### Metal layers overlaid, run 1

Bar = 50 µm. Two of the layers only.
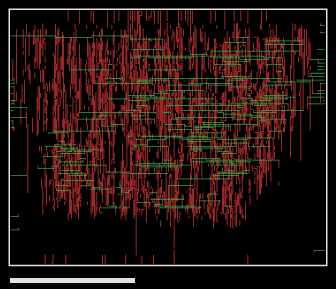
### Placement density heat map, run 1

13 x 10 tiles, from black (low) to pale yellow (high), 0 to 100% covered.
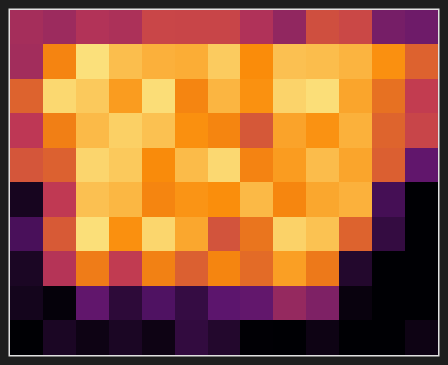
### Cells coloured by class, run 1

Bar = 50 µm. Fill, decap, tap and diode cells in grey.
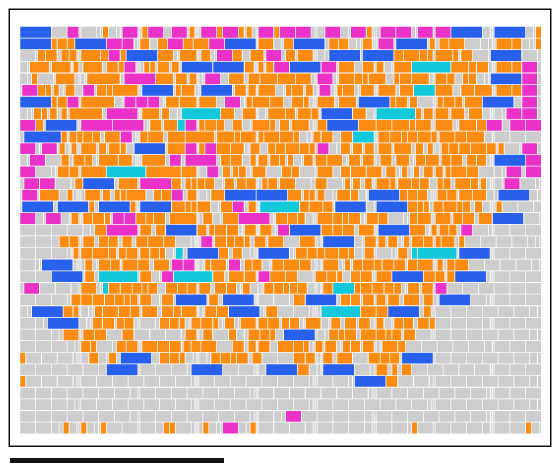
==> config.mk <==
export PLATFORM = sky130hd
export DESIGN_NAME = des_key_schedule
export DESIGN_NICKNAME = d
export VERILOG_FILES = /design/src/rtl/des_key_schedule.sv
export SDC_FILE = /design/constraint.sdc
export NUM_CORES = 1
export LEC_CHECK = 0
export CORE_ASPECT_RATIO = 0.8
export CORE_MARGIN = 2
export CORE_UTILIZATION = 54
export DETAILED_ROUTE_END_ITERATION = 12
export PLACE_DENSITY = 0.85
export SLEW_MARGIN = 20
export SYNTH_ARGS = -nofsm -noshare
export SYNTH_HDL_FRONTEND = slang
export SYNTH_SLANG_ARGS = --single-unit
==> constraint.sdc <==
create_clock -name clk -period 2.3 [get_ports clk]
set_input_delay 0.46 -clock clk [delete_from_list [all_inputs] [get_ports clk]]
set_output_delay 0.46 -clock clk [all_outputs]
set_load 0.01 [all_outputs]
==> qor.txt, run 1 <==
Reg clk slew, reported paths - 60 ps
least setup slack across all paths after layout - 131 ps
final tally of hold violations - 0
net total in the final layout - 885
maximum fanout along the worst path - 16
chip area - 12,800 µm²
Seq share, synth - 20.5%
power density over cell area - 823 nW/µm²
transition time at the pin with the least slew margin - 638 ps
unrepaired setup endpoints after global routing - no
post-synth top area share - 20.5%
number of input and output port buffers inserted - 53
Critical Setup Path Class - flop to flop
CP Data Arrival Time - 2400 ps
Tool Warnings - 80
Layout area overhead - 10.4%
run status - completed
total of fill cells in the finished design - 951
deepest clock path buffer count - 2
tally of nets with antenna violations remaining after routing - 0
number of global-route vias before repair - 5,709
number of synthesized flops with an enable pin - 0
count of routing violations after the opening detailed-route iteration - 1,053
Yosys warnings - 0
number of antenna violations at the first check in global routing - 0
critical path cell sequence - inv_1, ha_1, mux2_4, a21boi_4, o211ai_1, a32o_1
worst-case clock skew - 4.87 ps
maximum number of pins on one net before global-route repair - 61
Final min period - 2170 ps
Leakage Power - 0.00304 µW
sort of element at the end of the critical path - flop
via density per instance - 6.87
antenna diode count - 0
worst path required time - 2530 ps
total setup buffers inserted after CTS - 0
post-cts resize count - 0
max-slew violation count - 0
Clock Tree Root - clkbuf_16
total of hold buffers inserted after clock tree synthesis - 0
hold depth - 2
fraction of final layout cells sized beyond drive strength 1 - 14.4%
CP delay by family, top - AND-OR/OR-AND gates
post-synth cell types - 53
final instance count without filler cells - 961
CTS tree - done
total cell area reported by yosys after synthesis - 6450 µm²
final RePlAce weighted congestion - 0.868
grt total ovfl - 0
count of clock tree sinks - 66
Remaining DRCs - 0
iteration count of the initial detailed-routing pass - 6
Latency at later pin - 340 ps
total half-perimeter wirelength after legalization and detailed placement - 11.2 mm
Yosys top cell by area - dfxtp_1
global-route wire length before repair - 29.3 mm
post-synthesis register bit count - 66
timing-limited maximum frequency - 461 MHz
number of levels in the clock H-tree - 3
number of cells in the yosys synthesis report - 827
synthesized instance count - 827
number of I/O pins - 124
area used by sequential logic in the layout - 1330 µm²
setup tns final - 0 ps
fraction of the cycle the final worst path needs - 94.3%
main flop type after synthesis - dfxtp_1
combinational cell area excluding buffers and inverters - 4250 µm²
cell type of the slowest stage on the worst timing path - a21boi_4
max-slew headroom at the worst pin - 57.4%
die span in x - 126 µm
startpoint kind of the worst setup timing path - flop
number of buffers created by CTS - 9
post-synthesis async set-or-reset flop share - 0%
max-cap violations - 0
synthesized area divided by synthesized cell count - 7.80 µm²
maximum resistive drop on vdd - 0.947 mV
path depth of the worst reg2reg path - 6
longest individual stage delay on the worst path - 460 ps
Bufs and invs on worst path - 1
Reg2Reg Setup Slack - 130 ps
## Picture notes: 'Metal layers overlaid'
layer	colour	wire length
M2	red	8,010 µm
M3	green	1,830 µm
global-route usage over all layers: 27.4%
Avg WL per Cell: 18.8 µm
aggregate routed wire length: 18.1 mm
via count: 6,603

## Picture notes: 'Placement density heat map'
fullest tile	93%
nearly empty tiles	9.2%
mean over tiles	54%
core footprint: 11,600 µm²
pre-placement core utilization: 55.6%

## Picture notes: 'Cells coloured by class'
class	colour	cells
clock drivers and dummy loads	cyan	16
remaining logic cells	orange	640
remaining buffers and delay cells	magenta	91
sequential cells	blue	66
Layout Cell Area excl Fill: 7120 µm²
final cell utilization of the core: 61.4%
row count: 35
share of cell area taken by flip-flops and latches: 18.6%

-- run 1: worst register-to-register path, stage by stage (launching register included) --
cell and delay [ps]:
dfxtp_1 380, inv_1 110, ha_1 250, mux2_4 380, a21boi_4 460, o211ai_1 200, a32o_1 290
-- run 1: kinds of logic after synthesis --
family,count (synthesis),share of synthesized area (%)
other,1,0.0581
adder cells (fa/ha/maj),8,1.55
buffers and inverters,184,15.3
flip-flops,66,20.5
multiplexers,40,7.10
AND/OR/NAND/NOR,244,21.3
AND-OR/OR-AND,284,34.2
-- run 1: stage by stage --
stage | total power [µW] | hold WS, ps
6_report | 5860 | 508
5_1_grt | 6180 | 539
4_1_cts | 5800 | 513
3_5_place_dp | 4450 | 501
3_3_place_gp | 4420 | 479
2_1_floorplan | 3610 | 500
-- run 1: layer usage --
| layer | GRT usage [%] | vias up | part of all wire [%] |
|---|---|---|---|
| met3 | 4.44 | 36 | 10 |
| met1 | 40.7 | 3106 | 44 |
| met5 | 0 | - | 0 |
| met2 | 40.9 | 394 | 44 |
| li1 | - | 3067 | - |
| met4 | 8.11 | 0 | 1.4 |
-- run 1: layout make-up --
class	count	share of cell area, %
inverters	42	2.21
well taps	148	2.60
multi-input cells	598	59.7
clock buffers	14	3.85
repair buffers	91	12.9
flip-flops and latches	66	18.6
clock inverters	2	0.141
-- run 1: cell usage after synthesis, types with 17 or more instances --
library cell and n:
a21oi_1 24, buf_2 45, buf_4 53, clkbuf_1 37, dfxtp_1 66, inv_1 40, mux2_2 32, nand2_1 43
nand2b_1 43, nand3_1 45, nand4_1 46, nor2_1 17, o2111ai_1 22, o211a_1 40, o211ai_1 117, o22ai_1 32
-- run 1: report_power, final --
part	switching [µW]	total, µW	leakage, µW	internal, µW
combinational	1870	3030	0.00236	1160
clock	531	1350	0.000143	816
sequential	212	1480	0.000536	1270
-- run 1: cell usage in the layout (no fill, tap or decap), types with 2 or more instances in the layout --
master           instances
a21oi_1                 24
a32o_1                  16
and3_1                  14
buf_12                   8
buf_4                   30
clkbuf_1                 2
clkbuf_16                9
clkbuf_8                 3
clkdlybuf4s50_1         53
clkinv_2                 2
conb_1                  22
dfxtp_1                 65
ha_1                     8
inv_1                   40
mux2_2                  32
mux2i_1                  6
nand2_1                 43
nand2b_1                43
nand3_1                 45
nand4_1                 46
nor2_1                  17
nor3_1                   6
nor3_4                   2
nor4_4                   3
o2111ai_1               22
o211a_1                 40
o211ai_1               117
o21ai_0                 10
o221ai_1                 3
o22ai_1                 32
o311ai_0                 2
o311ai_1                11
or2_2                   16
==> run 2: changes to the inputs <==
- SKIP_CTS_REPAIR_TIMING: default -> 1
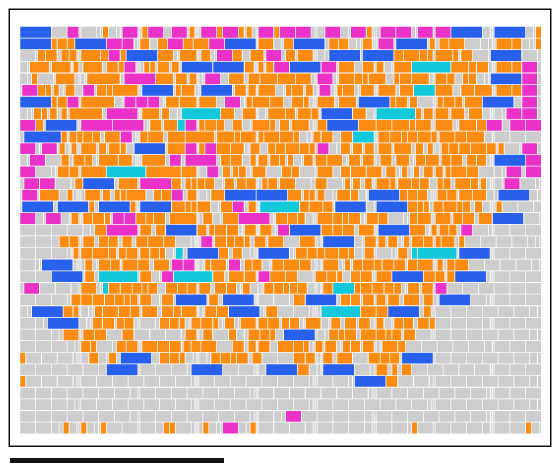
*Cells coloured by class, run 2*
Bar = 50 µm. Fill, decap, tap and diode cells in grey.
class	colour	cells
clock drivers and dummy loads	cyan	16
remaining logic cells	orange	640
sequential cells	blue	66
remaining buffers and delay cells	magenta	91

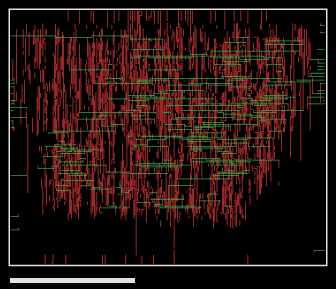
*Metal layers overlaid, run 2*
Bar = 50 µm. Two of the layers only.
layer	colour	wire length
M2	red	8,010 µm
M3	green	1,830 µm

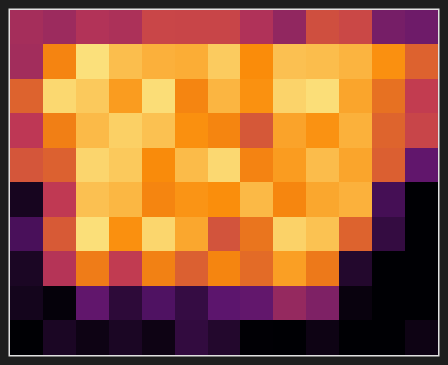
*Placement density heat map, run 2*
13 x 10 tiles, from black (low) to pale yellow (high), 0 to 100% covered.
fullest tile	93%
mean over tiles	54%
tiles over 75% full	35%
nearly empty tiles	9.2%
emptiest ninth of the die	south-east

==> run 2 against run 1 <==
Net effect:
- combinational power about the same
- worst hold slack is the same
- first-iteration DRC count unchanged
- die area unchanged
- clock power about the same
- critical endpoint unchanged
- largest cell class unchanged
- power unchanged
- non-clock buffer count stayed put
==> qor.txt, run 2 <==
run status - completed
post-synthesis async set-or-reset flop share - 0% (unchanged)
Layout area overhead - 10.4% (unchanged)
main flop type after synthesis - dfxtp_1
number of levels in the clock H-tree - 3 (unchanged)
total half-perimeter wirelength after legalization and detailed placement - 11.2 mm (unchanged)
timing-limited maximum frequency - 461 MHz (unchanged)
row count - 35 (unchanged)
Remaining DRCs - 0 (unchanged)
via count - 6,603 (unchanged)
Layout Cell Area excl Fill - 7120 µm² (unchanged)
Latency at later pin - 340 ps (about the same)
power density over cell area - 823 nW/µm² (unchanged)
transition time at the pin with the least slew margin - 638 ps (unchanged)
Seq share, synth - 20.5% (unchanged)
count of clock tree sinks - 66 (unchanged)
final cell utilization of the core - 61.4% (unchanged)
number of synthesized flops with an enable pin - 0 (unchanged)
pre-placement core utilization - 55.6% (unchanged)
max-slew headroom at the worst pin - 57.4% (unchanged)
setup tns final - 0 ps (unchanged)
post-synthesis register bit count - 66 (unchanged)
Yosys top cell by area - dfxtp_1
path depth of the worst reg2reg path - 6 (unchanged)
via density per instance - 6.87 (unchanged)
number of buffers created by CTS - 9 (unchanged)
maximum resistive drop on vdd - 0.947 mV (unchanged)
final RePlAce weighted congestion - 0.868 (unchanged)
number of input and output port buffers inserted - 53 (unchanged)
count of routing violations after the opening detailed-route iteration - 1,053 (unchanged)
critical path cell sequence - inv_1, ha_1, mux2_4, a21boi_4, o211ai_1, a32o_1
global-route usage over all layers - 27.4% (unchanged)
Avg WL per Cell - 18.8 µm (unchanged)
fraction of final layout cells sized beyond drive strength 1 - 14.4% (unchanged)
Clock Tree Root - clkbuf_16
CP Data Arrival Time - 2400 ps (about the same)
CTS tree - done
chip area - 12,800 µm² (unchanged)
Critical Setup Path Class - flop to flop
total cell area reported by yosys after synthesis - 6450 µm² (unchanged)
cell type of the slowest stage on the worst timing path - a21boi_4
final tally of hold violations - 0 (unchanged)
max-cap violations - 0 (unchanged)
fraction of the cycle the final worst path needs - 94.3% (unchanged)
worst path required time - 2530 ps (about the same)
max-slew violation count - 0 (unchanged)
die span in x - 126 µm (unchanged)
most frequently placed logic cell in the final layout - o211ai_1
net total in the final layout - 885 (unchanged)
number of cells in the yosys synthesis report - 827 (unchanged)
iteration count of the initial detailed-routing pass - 6 (unchanged)
number of global-route vias before repair - 5,709 (unchanged)
longest individual stage delay on the worst path - 460 ps (about the same)
unrepaired setup endpoints after global routing - no
Final min period - 2170 ps (unchanged)
synthesized area divided by synthesized cell count - 7.80 µm² (unchanged)
number of antenna violations at the first check in global routing - 0 (unchanged)
grt total ovfl - 0 (unchanged)
Reg2Reg Setup Slack - 130 ps (about the same)
-- run 2: cell counts in the layout (fill, tap and decap cells not counted) --
No cell type changed its count.
-- run 2: cell families (layout without fill, tap and decap cells) --
logic type,count (synthesis),count (layout),share of synthesized area [%]
compound gates,284,284,34.2
buf+inv,184,149,15.3
other cells,1,22,0.0581
fa+ha+maj,8,8,1.55
mux,40,40,7.10
simple gates,244,244,21.3
flops,66,66,20.5
-- run 2: per-layer routing --
layer,routed length (µm),track usage (%),vias up,part of all wire [%]
met5,0,0,-,0
met1,7960,40.7,3106,44
met3,1830,4.44,36,10
li1,-,-,3067,-
met2,8010,40.9,394,44
met4,257,8.11,0,1.4
-- run 2: worst max-delay path, delay by kind of cell, from the launching register on --
kind,cells,cell delay [ps]
buffers and inverters,1,110
flip-flops,1,380
AND-OR/OR-AND,3,950
multiplexers,1,380
adder cells (fa/ha/maj),1,250
-- run 2: cell type report --
class	count	area (µm²)
timing repair buffer	91	916
clock buffer	14	274
sequential	66	1330
inverter	42	158
clock inverter	2	10.0
multi-input combinational	598	4250
fill	951	4480
tap	148	185
-- run 2: through the flow --
| step | total power, µW | hold slack, ps |
|---|---|---|
| after detailed placement | 4450 | 501 |
| after CTS | 5800 | 513 |
| after global routing | 6180 | 539 |
| after global placement | 4420 | 479 |
| final | 5860 | 508 |
| after floorplan | 3610 | 500 |
-- run 2: power breakdown --
group          switching [µW]  internal, µW  leakage, µW  total (µW)
logic                    1870          1160      0.00236        3030
clock network             531           816     0.000143        1350
registers                 212          1270     0.000536        1480
total                    2620          3240      0.00304        5860
Power and IR drop assume default switching activity.
